Design surfboard_matmul_seq, sky130hd; sources not shown.
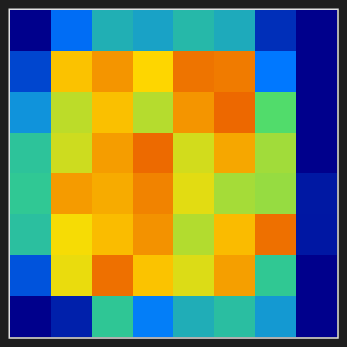
run_1/density.png
Scale: 4 px per um. The die is cut into 8 by 8 equal tiles; dark blue is low, red is high, 0 to 100% covered.
The emptiest ninth of the die: upper right. The fullest tile reaches 88%. 13% of the tiles are nearly empty. The mean over all tiles is 51%.
core area: 0.00520 mm2
final core utilization: 66.9%

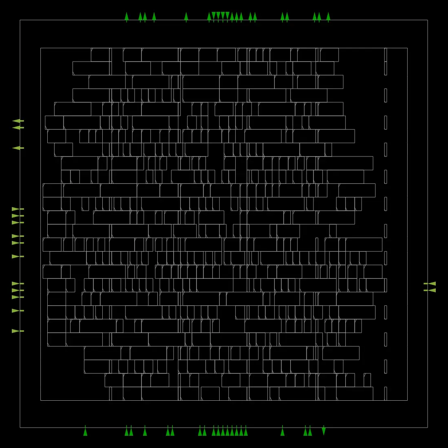
run_1/final_placement.png
# fillers: 437
post-route insts no fill: 512
Taps Inserted: 70

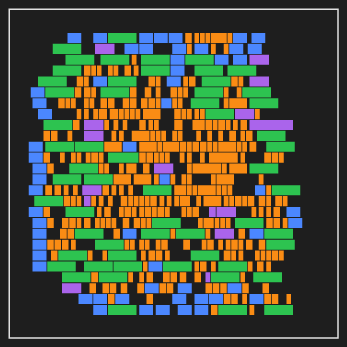
run_1/cell_classes.png
Scale: 4 px per um.
flops: shown in green, cells 57, share of their area 34%. clock drivers and dummy loads: shown in purple, cells 15, share of their area 5.7%. other buffers and delay cells: shown in blue, cells 57, share of their area 17%. all other logic: shown in orange, cells 313, share of their area 44%.
FP Rows: 26
final instance area: 0.00348 mm2
Seq area share: 32.8%

==> impl_metrics.py, run 1 <==
# Generated from Yosys and OpenROAD reports
metrics = {
    "routing": {
        "antenna_left": 0,
        "wl_met3_um": 281,
        "drc": 0,
        "via_count": 2520,
        "met2_length_um": 3090,
        "vias_per_cell": 4.92,
        "firstDrtPassIters": 4,
        "avgRoutedWirePerCell_um": 12.3,
    },
    "synthesis": {
        "ys_types": 23,
        "ys.flops": 57,
        "avgSynthCellArea_um2": 7.05,
        "ys_sh_adder_pct": 6.53,
        "top_logic_kind": "simple AND/OR/NAND/NOR gates",
        "async_flop_share_pct": 0,
        "synth-edff-count": 0,
        "aoi_share_pct": 16.6,
        "seq_area_frac_synth_pct": 41.9,
        "ys_top_cells_by_count": "nand2_1, dfxtp_1, a21oi_1",
    },
    "placement": {
        "hpwl_um": 4660,
        "gp_congestion": 0.875,
    },
    "timing": {
        "worst_slew_margin_rel_pct": 50.5,
        "tightestPinTransition_ns": 0.740,
        "setup_viol": 0,
        "rsz0062_at_grt": "false",
        "fin_hold_ws_ns": 0.303,
        "period_used_pct": 86.9,
        "tns_ns": 0,
    },
    "clock_network": {
        "worstSkewPairLatency_ns": 0.34,
        "clockBufferDepth": 2,
        "cts_tree": "yes",
    },
    "grt": {
        "grt_pass1_wl_um": 10400,
        "antenna_found_initial": 0,
    },
    "finish": {
        "mostFrequentLayoutCells": "nand2_1, dfxtp_1, clkdlybuf4s50_1",
        "num_antenna_cells": 0,
        "area.growth.synth_to_final_pct": 27.9,
        "drive_gt1_share_pct": 5.43,
        "seq_area_mm2": 0.00114,
        "final_common_cell": "nand2_1",
    },
    "worst_setup_path": {
        "path_buffers": 5,
        "cp_max_fo": 17,
        "required_ns": 4.59,
        "endpoint_kind": "register",
        "crit_chain": "inv_2 -> nand2_1 -> nand3_1 -> nand2_1 -> inv_1 -> nor2_1 -> ha_1 -> ha_1 -> fa_1 -> inv_1 -> fa_1 -> xor2_1 -> inv_1 -> nand3_1 -> nand2_1 -> nand2_1 -> nand2_1 -> inv_1 -> nand2_1 -> nand2_2 -> nand4_1 -> a21oi_1",
        "worstSetupStartpointType": "register",
        "crit_family": "adder cells",
    },
    "floorplanning": {
        "initial_core_util_pct": 52.3,
        "ioPinCount": 56,
        "die_w_um": 81.8,
    },
    "pwr": {
        "finalPower_mw": 1.17,
        "ir_drop_v": 0.000206,
    },
    "outcome": {
        "status": "finished clean",
    },
}
==> run 1: worst min-delay path: cells and delay by family, from the launching register on <==
family	cells	cell delay, ns
flops	1	0.30
buf+inv	1	0.06
compound gates	1	0.05
==> run 1: cell type report <==
cell class	count	area share, %
tap	70	2.51
clock inverter	3	1.15
timing repair buffer	57	16.2
clock buffer	12	4.45
sequential	57	32.8
inverter	54	5.82
multi-input combinational	259	37.1
==> run 1: timing repair <==
action                     CTS  global route
hold buffers                 0             0
setup endpoints to repair    0             4
resized                      0             1
==> run 1: report_power, final <==
part	switching, mW	internal (mW)
Clock	0.188	0.281
Sequential	0.00916	0.532
Combinational	0.0949	0.0678
run_1/port_nets.png
Scale: 3 px per um.
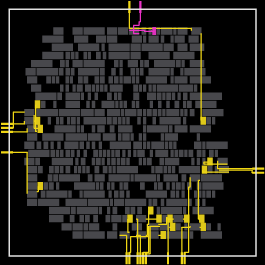

==> run 2: changes to the inputs <==
--- a/config.mk
+++ b/config.mk
@@ -7,6 +7,7 @@
 export LEC_CHECK = 0
 export ABC_AREA = 1
 export CAP_MARGIN = 20
+export CORE_ASPECT_RATIO = 0.6
 export CORE_MARGIN = 4
 export CORE_UTILIZATION = 50
 export DETAILED_ROUTE_END_ITERATION = 6
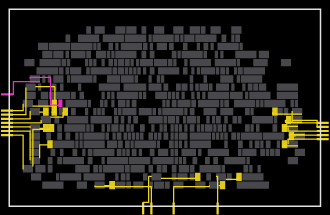
run_2/port_nets.png
Scale: 3 px per um.
out_valid: shown in magenta, bits 1, direction output, edge left, end cells 1, buffers 1, wire 33.3 um. a_i: shown in yellow, bits 16, direction input, edge 7 left, 5 right, 4 bottom, end cells 16, buffers 16, wire 305 um.
I/O pins: 56
count of input and output buffers: 54

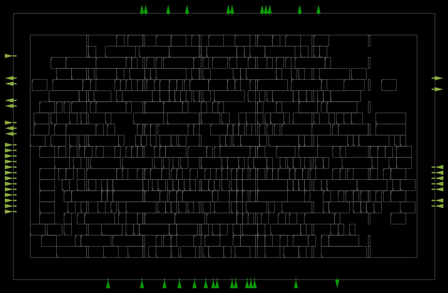
run_2/final_placement.png
final core utilization: 67.3%
Seq area share: 32.9%
post-route insts no fill: 509

==> run 2 against run 1 <==
  * Final area fell by 0.40%
  * Total power fell by 0.97%
  * Global-route usage rose by 0.25 points
  * Clock-buffer cell count fell by 2
  * Routed wire length rose by 6.5%
  * Cell count fell by 0.59%
  * Worst setup slack got worse by 0.030 ns
  * Synthesized area did not move
  * Critical endpoint unchanged
  * Largest cell class unchanged
  * Largest power group unchanged
  * Highest routed layer unchanged
==> impl_metrics.py, run 2 <==
# Generated from Yosys and OpenROAD reports
metrics = {
    "synthesis": {
        "top_logic_kind": "simple AND/OR/NAND/NOR gates",
        "ys_top_cells_by_count": "nand2_1, dfxtp_1, a21oi_1",
        "synth-edff-count": 0,
        "async_flop_share_pct": 0,
        "ys_types": 23,
        "aoi_share_pct": 16.6,
    },
    "clock_network": {
        "clockBufferDepth": 2,
        "cts_tree": "yes",
    },
    "finish": {
        "seq_cell_count": 57,
        "comb_share_pct": 37.3,
        "design_area_mm2": 0.00347,
        "area.growth.synth_to_final_pct": 27.4,
        "num-clock-buffers": 10,
        "num_antenna_cells": 0,
        "mostFrequentLayoutCells": "nand2_1, dfxtp_1, clkdlybuf4s50_1",
        "clock_area_share_pct": 5.37,
        "largest_cell_class": "logic gates",
        "nonClkBufAreaFrac_pct": 16.2,
        "fillers": 466,
    },
    "pwr": {
        "switching_share_pct": 26.7,
        "p_comb_share_pct": 14.5,
        "p_clk_share_pct": 38.9,
        "ir_drop_v": 0.000204,
        "cellInternalPower_mw": 0.852,
        "finalPower_mw": 1.16,
    },
    "routing": {
        "firstDrtPassIters": 6,
        "antenna_left": 0,
        "avgRoutedWirePerCell_um": 13.2,
        "met2_length_um": 2780,
        "via_count": 2641,
        "wl_met3_um": 615,
    },
    "timing": {
        "tns_ns": 0,
        "setup_viol": 0,
        "period_used_pct": 87.5,
        "worst_slew_margin_rel_pct": 42.5,
        "rsz0062_at_grt": "false",
    },
    "placement": {
        "hpwl_um": 5100,
        "gp_congestion": 0.960,
    },
    "floorplanning": {
        "die_w_um": 103,
        "tapCellCount": 66,
        "rows": 20,
    },
    "grt": {
        "antenna_found_initial": 0,
        "grt_pass1_wl_um": 10800,
    },
    "worst_setup_path": {
        "worstSetupStartpointType": "register",
        "crit_chain": "inv_2 -> nand2_1 -> nand3_1 -> nand2_1 -> inv_1 -> nor2_1 -> ha_1 -> ha_1 -> fa_1 -> inv_1 -> fa_1 -> xor2_1 -> inv_1 -> nand3_1 -> nand2_1 -> nand2_1 -> nand2_1 -> inv_1 -> nand2_1 -> nand2_2 -> nand4_1 -> a21oi_1",
        "cp_max_fo": 17,
    },
    "outcome": {
        "status": "finished clean",
    },
}
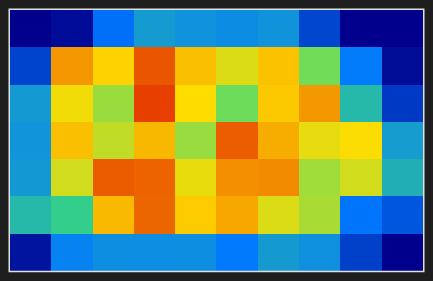
run_2/density.png
Scale: 4 px per um. The die is cut into 10 by 7 equal tiles; dark blue is low, red is high, 0 to 100% covered.
The emptiest ninth of the die: upper right. The mean over all tiles is 50%. 5.7% of the tiles are nearly empty. 29% of the tiles are over 75% full. The fullest tile reaches 93%. The densest ninth of the die: centre.
core area: 0.00515 mm2
fp_density: 52.8%

[run 2: cell types whose count changed in the layout (fill, tap and decap cells not counted), sizes merged]
| cell | delta |
|---|---|
| clkinv | +3 |
| clkbuf | -2 |
[run 2: repair_timing]
item / CTS / global route
gates resized: 0 / 1
setup endpoints to repair: 0 / 2
hold buffers: 0 / 0
[run 2: power groups by stage]
stage                     registers, mW  clock network [mW]  logic (mW)
after floorplan                   0.550                   0       0.105
after global placement            0.551                   0       0.159
after detailed placement          0.552                   0       0.165
after CTS                         0.542               0.460       0.166
after global routing              0.544               0.489       0.188
final                             0.542               0.452       0.168
Power figures rest on the tool's default switching activity, not on a simulated workload.
